## config.mk

```make
export PLATFORM = sky130hd
export DESIGN_NAME = sdp_be_traffic_gen
export DESIGN_NICKNAME = d
export VERILOG_FILES = /design/src/rtl/sdp_be_traffic_gen.sv
export SDC_FILE = /design/constraint.sdc
export NUM_CORES = 1
export LEC_CHECK = 0
export CORE_UTILIZATION = 25
export CTS_BUF_LIST = sky130_fd_sc_hd__clkbuf_16
export DETAILED_ROUTE_END_ITERATION = 16
export PLACE_DENSITY = 0.52
export REMOVE_ABC_BUFFERS = 1
export SLEW_MARGIN = 30
export SYNTH_ARGS = -nofsm -noshare
export SYNTH_HDL_FRONTEND = slang
export SYNTH_SLANG_ARGS = --single-unit
```

## constraint.sdc

```tcl
create_clock -name clk -period 2.7 [get_ports clk]
set_clock_uncertainty 0.1 [all_clocks]
set_input_delay 0.54 -clock clk [delete_from_list [all_inputs] [get_ports clk]]
set_output_delay 0.54 -clock clk [all_outputs]
set_load 0.005 [all_outputs]
```

## src/rtl/sdp_be_traffic_gen.sv

```systemverilog
// Byte-enable RAM self-test: fills a pattern, overwrites one byte lane per word,
// reads back and counts mismatching words. Optional macro SDP_BE_TRAFFIC_GEN_STOP_ON_ERR_EN ends the test at the first mismatch.
module sdp_be_traffic_gen #(
    parameter  int ABITS     = 4,
    parameter  int DBITS     = 16,
    parameter  int BYTEWIDTH = 8,
    localparam int NBYTES    = DBITS / BYTEWIDTH
) (
    input  logic              clk,
    input  logic              rst,
    input  logic              start,
    output logic              we,
    output logic [ABITS-1:0]  wa,
    output logic [DBITS-1:0]  wd,
    output logic [NBYTES-1:0] be,
    output logic [ABITS-1:0]  ra,
    input  logic [DBITS-1:0]  rd,
    output logic              busy,
    output logic              done,
    output logic              pass,
    output logic [15:0]       err_count
);

    localparam logic [2:0] S_IDLE  = 3'd0;
    localparam logic [2:0] S_FILL  = 3'd1;
    localparam logic [2:0] S_MASK  = 3'd2;
    localparam logic [2:0] S_READ  = 3'd3;
    localparam logic [2:0] S_DRAIN = 3'd4;
    localparam logic [2:0] S_DONE  = 3'd5;

    localparam logic [ABITS-1:0] ADDR_MAX = '1;

    function automatic logic [31:0] lane_of(input logic [ABITS-1:0] a);
        return 32'(a) & 32'(NBYTES - 1);
    endfunction

    // Byte i of the fill word is the address XOR the lane index.
    function automatic logic [DBITS-1:0] pat_a(input logic [ABITS-1:0] a);
        logic [DBITS-1:0] w;
        w = '0;
        for (int i = 0; i < NBYTES; i++) begin
            w[i*BYTEWIDTH +: BYTEWIDTH] = BYTEWIDTH'(32'(a) ^ 32'(i));
        end
        return w;
    endfunction

    function automatic logic [DBITS-1:0] exp_word(input logic [ABITS-1:0] a);
        logic [DBITS-1:0] w;
        logic [DBITS-1:0] m;
        logic [31:0]      l;
        w = pat_a(a);
        m = ~w;
        l = lane_of(a);
        w[l*BYTEWIDTH +: BYTEWIDTH] = m[l*BYTEWIDTH +: BYTEWIDTH];
        return w;
    endfunction

    logic [2:0]        state_q, state_d;
    logic [ABITS-1:0]  addr_q, addr_d;
    logic              we_q, we_d;
    logic [ABITS-1:0]  wa_q, wa_d;
    logic [DBITS-1:0]  wd_q, wd_d;
    logic [NBYTES-1:0] be_q, be_d;
    logic [ABITS-1:0]  ra_q, ra_d;
    logic              busy_q, busy_d;
    logic              done_q, done_d;
    logic              pass_q, pass_d;
    logic [15:0]       err_q, err_d;
    logic              pend_q, pend_d;
    logic [ABITS-1:0]  cmp_addr_q, cmp_addr_d;
    logic              mismatch_s;

    // Sequencing, error accounting and compare pipeline.
    always_comb begin
        state_d    = state_q;
        addr_d     = addr_q;
        pass_d     = pass_q;
        mismatch_s = pend_q && (rd != exp_word(cmp_addr_q));
        if (mismatch_s && (err_q != 16'hFFFF)) begin
            err_d = err_q + 16'd1;
        end else begin
            err_d = err_q;
        end
        case (state_q)
            S_IDLE: begin
                if (start) begin
                    state_d = S_FILL;
                    addr_d  = '0;
                    err_d   = 16'd0;
                    pass_d  = 1'b0;
                end else begin
                    state_d = S_IDLE;
                end
            end
            S_FILL: begin
                addr_d = addr_q + ABITS'(1);
                if (addr_q == ADDR_MAX) begin
                    state_d = S_MASK;
                end else begin
                    state_d = S_FILL;
                end
            end
            S_MASK: begin
                addr_d = addr_q + ABITS'(1);
                if (addr_q == ADDR_MAX) begin
                    state_d = S_READ;
                end else begin
                    state_d = S_MASK;
                end
            end
            S_READ: begin
                addr_d = addr_q + ABITS'(1);
                if (addr_q == ADDR_MAX) begin
                    state_d = S_DRAIN;
                end else begin
                    state_d = S_READ;
                end
`ifdef SDP_BE_TRAFFIC_GEN_STOP_ON_ERR_EN
                if (mismatch_s) begin
                    state_d = S_DONE;
                end else begin
                    state_d = state_d;
                end
`endif
            end
            S_DRAIN: state_d = S_DONE;
            S_DONE:  state_d = S_IDLE;
            default: state_d = S_IDLE;
        endcase
        // The verdict includes the compare retiring on the same edge.
        if (state_d == S_DONE) begin
            pass_d = (err_d == 16'd0);
        end else begin
            pass_d = pass_d;
        end
        pend_d     = (state_q == S_READ) && (state_d != S_DONE);
        cmp_addr_d = ra_q;
    end

    // Port values are derived from the upcoming state so they appear in the state's own cycle.
    always_comb begin
        we_d   = 1'b0;
        wa_d   = wa_q;
        wd_d   = '0;
        be_d   = '0;
        ra_d   = ra_q;
        busy_d = (state_d != S_IDLE);
        done_d = (state_d == S_DONE);
        case (state_d)
            S_FILL: begin
                we_d = 1'b1;
                wa_d = addr_d;
                wd_d = pat_a(addr_d);
                be_d = '1;
            end
            S_MASK: begin
                we_d = 1'b1;
                wa_d = addr_d;
                wd_d = ~pat_a(addr_d);
                be_d = NBYTES'(1) << lane_of(addr_d);
            end
            S_READ:  ra_d = addr_d;
            default: ra_d = ra_q;
        endcase
    end

    // State and registered outputs.
    always_ff @(posedge clk or posedge rst) begin
        if (rst) begin
            state_q    <= S_IDLE;
            addr_q     <= '0;
            we_q       <= 1'b0;
            wa_q       <= '0;
            wd_q       <= '0;
            be_q       <= '0;
            ra_q       <= '0;
            busy_q     <= 1'b0;
            done_q     <= 1'b0;
            pass_q     <= 1'b0;
            err_q      <= 16'd0;
            pend_q     <= 1'b0;
            cmp_addr_q <= '0;
        end else begin
            state_q    <= state_d;
            addr_q     <= addr_d;
            we_q       <= we_d;
            wa_q       <= wa_d;
            wd_q       <= wd_d;
            be_q       <= be_d;
            ra_q       <= ra_d;
            busy_q     <= busy_d;
            done_q     <= done_d;
            pass_q     <= pass_d;
            err_q      <= err_d;
            pend_q     <= pend_d;
            cmp_addr_q <= cmp_addr_d;
        end
    end

    assign we        = we_q;
    assign wa        = wa_q;
    assign wd        = wd_q;
    assign be        = be_q;
    assign ra        = ra_q;
    assign busy      = busy_q;
    assign done      = done_q;
    assign pass      = pass_q;
    assign err_count = err_q;

endmodule
```

run_1/clock_nets.png
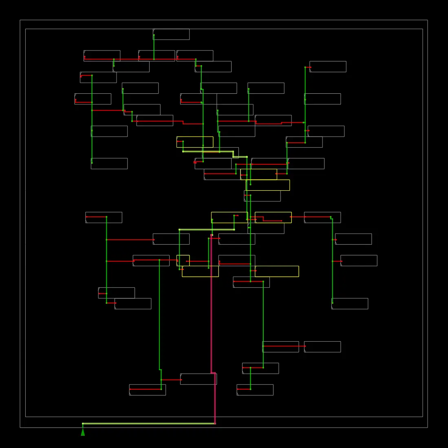
seq_cells: 48
P_clk: 807 µW
number of clock buffers in the layout: 5
clock sink count: 48
Worst-Skew Late Latency: 0.29 ns

run_1/gates.png
Drawn at 3 px/µm.
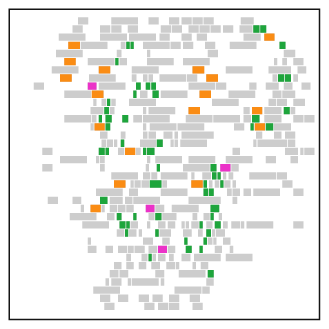
legend:
  non-inverting ao/oa cells:
    colour: magenta
    cells: 4
  mux cells:
    colour: orange
    cells: 17
  nand cells:
    colour: green
    cells: 57
final non-filler cell total: 480
Commonest Layout Cell: clkdlybuf4s50_1
combinational share of cell area: 34.15%

run_1/m3.png
Drawn at 4 px/µm.
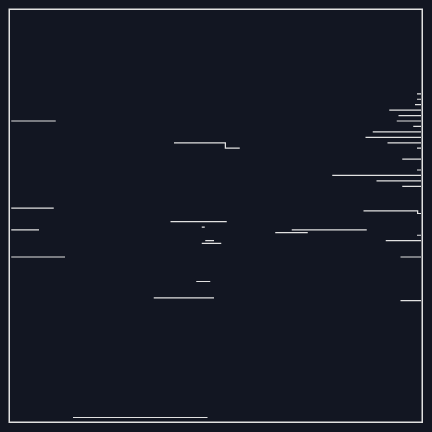
main direction: horizontal
share of all routed wire: 4.7%
nets with wire on the layer: 33
longest straight run: 33.4 µm
wire length on this layer: 289 µm
met3 usage: 2.712%
Routed WL: 6184 µm
Vias: 2127

[run 1: critical path, stage by stage, from the launching register on]
cell       delay, ns
dfrtp_1         0.43
xnor2_2         0.16
buf_4           0.13
buf_4           0.13
xnor2_2         0.17
a2111oi_4       0.09
buf_4           0.17
buf_4           0.13
buf_4           0.14
nor3_2          0.17
and2_1          0.15
a211oi_1        0.08
or4b_4          0.53
o21ai_1         0.12
[run 1: cell usage after synthesis, types with 2 or more instances]
cell type / number
dfrtp_1: 48
nor2_1: 31
nand2_1: 26
xnor2_1: 15
nor3_1: 12
mux2_2: 11
o21ai_0: 11
buf_4: 10
nand3_1: 10
nand4_1: 8
inv_1: 7
nand2b_1: 7
mux2i_1: 6
xor2_1: 6
a21oi_1: 4
clkbuf_1: 4
nand3b_1: 4
a211oi_1: 3
a31oi_1: 3
and2_1: 3
or2_2: 3
buf_2: 2
ha_1: 2
nor2b_1: 2
o21ai_1: 2
or3_2: 2
[run 1: path summary, 6_finish.rpt]
path	startpoint	endpoint	slack, ns
worst max-delay path	cmp_addr_q[3]	pass	-0.08
worst min-delay path	ra[3]	cmp_addr_q[3]	0.30
worst max register to register	cmp_addr_q[3]	pass	-0.08
worst min register to register	ra[3]	cmp_addr_q[3]	0.30
max in group asynchronous	rst	err_count[3]	1.45
min in group asynchronous	rst	err_count[14]	0.64
[run 1: final cells by class]
class | count | area [µm²]
clock buffer | 5 | 125.1
fill | 1023 | 6082
timing repair buffer | 96 | 873.3
inverter | 7 | 26.28
clock inverter | 3 | 68.82
sequential | 48 | 1201
multi-input combinational | 188 | 1276
tap | 133 | 166.4
[run 1: state kept, by name (all words and copies together), names as in the netlist]
name	flops
err_count	16
wd	6
addr_q	4
cmp_addr_q	4
ra	4
wa	4
state_q	3
be	2
busy	1
done	1
pass	1
pend_q	1
we	1
[run 1: repair_timing]
action,CTS,global route
hold endpoints to repair,0,0
buffers inserted,3,2
endpoints found under the setup margin,6,1
gates resized,29,9
pin swaps,9,11
[run 1: layer usage]
metal	track usage [%]	wire [µm]	vias to the layer above
met5	0	0	-
met1	16.10	2939	1017
li1	-	-	1065
met4	3.900	48	0
met2	19.08	2906	43
met3	2.712	288	2
[run 1: metrics by stage]
stage,power (mW),instance area (µm²)
after CTS,2.668,3704
final,2.637,3737
after detailed placement,1.841,3450
after global placement,1.836,3450
after global routing,2.809,3737
after floorplan,1.368,2434
[run 1: logic make-up after synthesis]
family,synth area share (%)
simple gates,24.14
compound gates,7.817
buf+inv,5.408
xor+xnor,7.227
flops,47.20
fa+ha+maj,0.9831
mux,7.227
[run 1: power by group through the flow]
| stage | Sequential (mW) | Clock [mW] | Combinational [mW] |
|---|---|---|---|
| 3_3_place_gp | 0.992 | 0 | 0.844 |
| 6_report | 0.980 | 0.807 | 0.850 |
| 2_1_floorplan | 1.00 | 0 | 0.367 |
| 4_1_cts | 0.984 | 0.832 | 0.853 |
| 3_5_place_dp | 0.996 | 0 | 0.845 |
| 5_1_grt | 1.00 | 0.857 | 0.949 |
==> impl_metrics.yaml, run 1 <==
# synthesis and place-and-route metrics
power:
  leakage_nw: 1.591
  p_comb_share_pct: 32.3
grt:
  grt_pass1_wl_um: 9749
  grt_antenna_before_repair: 0
place:
  post-dp-hpwl_um: 4581
worst_setup_path:
  reg2regPathDepth: 13
synthesis:
  avgSynthCellArea_um2: 9.788
  synth_warnings: 0
  netlist_area_um2: 2545
  synth_top_area_share_pct: 47.20
  top_area_cell: "dfrtp_1"
  ys_area_um2: 2545
finish:
  post-route-util_pct: 38.06
  diodes: 0
  layout_top_cells: "clkdlybuf4s50_1 (51), dfrtp_1 (48), buf_4 (32)"
final_timing:
  finalCriticalPeriod_ns: 2.785
  tightest_slew_ns: 0.6254
  setup_violations: 1
  setup_ws_ns: -0.08463
status:
  violations: "setup timing"
  status: "finished, violations left"
floorplan:
  ios: 65
clock_tree:
  cts_max_level: 2
  hold_buffers: 0
  cts_tree: "done"
run_1/layers.png
Drawn at 3 px/µm.
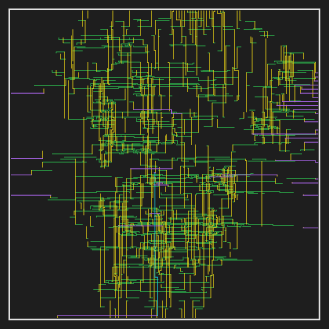

==> run 2: changes to the inputs <==
Settings changed: RECOVER_POWER set to 25.
run_2/layers.png
Drawn at 3 px/µm.
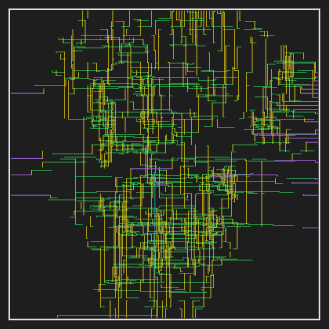
legend:
  M1:
    colour: green
    wire_length: 2940 µm
  M4:
    colour: cyan
    wire_length: 48.5 µm
  M2:
    colour: yellow
    wire_length: 2910 µm
  M3:
    colour: purple
    wire_length: 288 µm
Routed WL: 6183 µm
GRT Total Usage: 11.97%
wire per inst: 12.88 µm

run_2/clock_wires.png
Drawn at 4 px/µm.
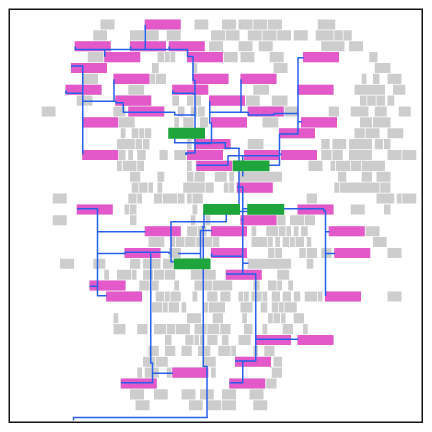
legend:
  clock wires:
    colour: blue
    length: 665 µm
  clock-net drivers:
    colour: green
    count: 5
  flip-flops:
    colour: magenta
    count: 48
routed clock nets: 6
clock power share: 30.6%

==> impl_metrics.yaml, run 2 <==
# synthesis and place-and-route metrics
finish:
  mostFrequentLayoutCell: "clkdlybuf4s50_1"
  stdcell_count: 480
  n_fill_cell: 1024
  layout_top_cells: "clkdlybuf4s50_1 (50), dfrtp_1 (48), nor2_1 (31), buf_4 (31), nand2_1 (24)"
final_timing:
  setup_violations: 1
  setup_ws_ns: -0.08463
synthesis:
  yosysMostFrequentCell: "dfrtp_1"
  netlist_area_um2: 2545
  ys_area_um2: 2545
  avgSynthCellArea_um2: 9.788
worst_setup_path:
  cpMostUsedCell: "buf_4"
  cp_slowest_stage_delay_ns: 0.53
  reg2reg_to: "pass"
  cp_slowest_cell: "or4b_4"
status:
  violations: "setup timing"
  status: "finished, violations left"
place:
  post-dp-hpwl_um: 4581
floorplan:
  ios: 65
power:
  leakage_nw: 1.587
clock_tree:
  cts_tree: "done"
min_path:
  hp-start: "ra[3]"
  hold-path-endpoint: "cmp_addr_q[3]"
==> run 2: timing repair <==
action | in CTS | in global routing
pin swaps | 9 | 11
endpoints found under the hold margin | 0 | 0
endpoints found under the setup margin | 6 | 1
buffers inserted | 3 | 2
resized | 29 | 9
==> run 2: cell type report <==
cell class	instances	area, µm²	share of cell area, %
clock inverters	3	68.82	1.843
well taps	133	166.4	4.456
inverters	7	26.28	0.7035
flip-flops and latches	48	1201	32.16
clock buffers	5	125.1	3.350
repair buffers	96	870.8	23.32
multi-input cells	188	1276	34.17
==> run 2: cells by family after synthesis <==
family | Yosys count | synth area share, %
and+or+nand+nor | 119 | 24.14
adders and majority gates | 2 | 0.9831
buffers and inverters | 24 | 5.408
DFF | 48 | 47.20
xor gates and xnor gates | 21 | 7.227
muxes | 17 | 7.227
AOI/OAI and AO/OA | 29 | 7.817
==> run 2: per-layer routing <==
| layer | global-route usage, % | vias up | part of all wire, % |
|---|---|---|---|
| li1 | - | 1065 | - |
| met2 | 19.08 | 43 | 47 |
| met4 | 3.900 | 0 | 0.78 |
| met1 | 16.10 | 1017 | 48 |
| met5 | 0 | - | 0 |
| met3 | 2.712 | 2 | 4.7 |
==> run 2: power by group <==
part	switching [mW]	leakage, nW	internal [mW]
Clock	0.273	0.0944	0.534
Combinational	0.355	0.909	0.495
Sequential	0.108	0.584	0.871
Total	0.736	1.59	1.90
==> run 2: worst max-delay path: cells and delay by family, from the launching register on <==
family	cells	cell delay, ns
flip-flops	1	0.43
XOR/XNOR	2	0.33
buffers and inverters	5	0.70
AND/OR/NAND/NOR	3	0.85
AND-OR/OR-AND	3	0.29
==> run 2: worst max path at each step <==
stage	to	slack (ns)	cells past startpoint
after global placement	pass	-0.76	11
after detailed placement	pass	-0.82	11
final	pass	-0.08	13
after floorplan	wa[0]	-0.67	6
after global routing	pass	-0.21	13
after CTS	pass	-0.23	11
==> run 2: metrics by stage <==
stage / area, µm² / util [%] / total power [mW] / TNS, ns / hold slack (ns)
after floorplan: 2434 / - / 1.368 / -4.841 / 0.2922
after global placement: 3450 / 35.13 / 1.836 / -4.050 / 0.2876
after detailed placement: 3450 / 35.13 / 1.841 / -4.433 / 0.2900
after CTS: 3704 / 37.72 / 2.668 / -0.2274 / 0.3046
after global routing: 3735 / 38.04 / 2.808 / -0.2063 / 0.3226
final: 3735 / 38.04 / 2.636 / -0.08463 / 0.2993
Power and IR drop assume default switching activity.
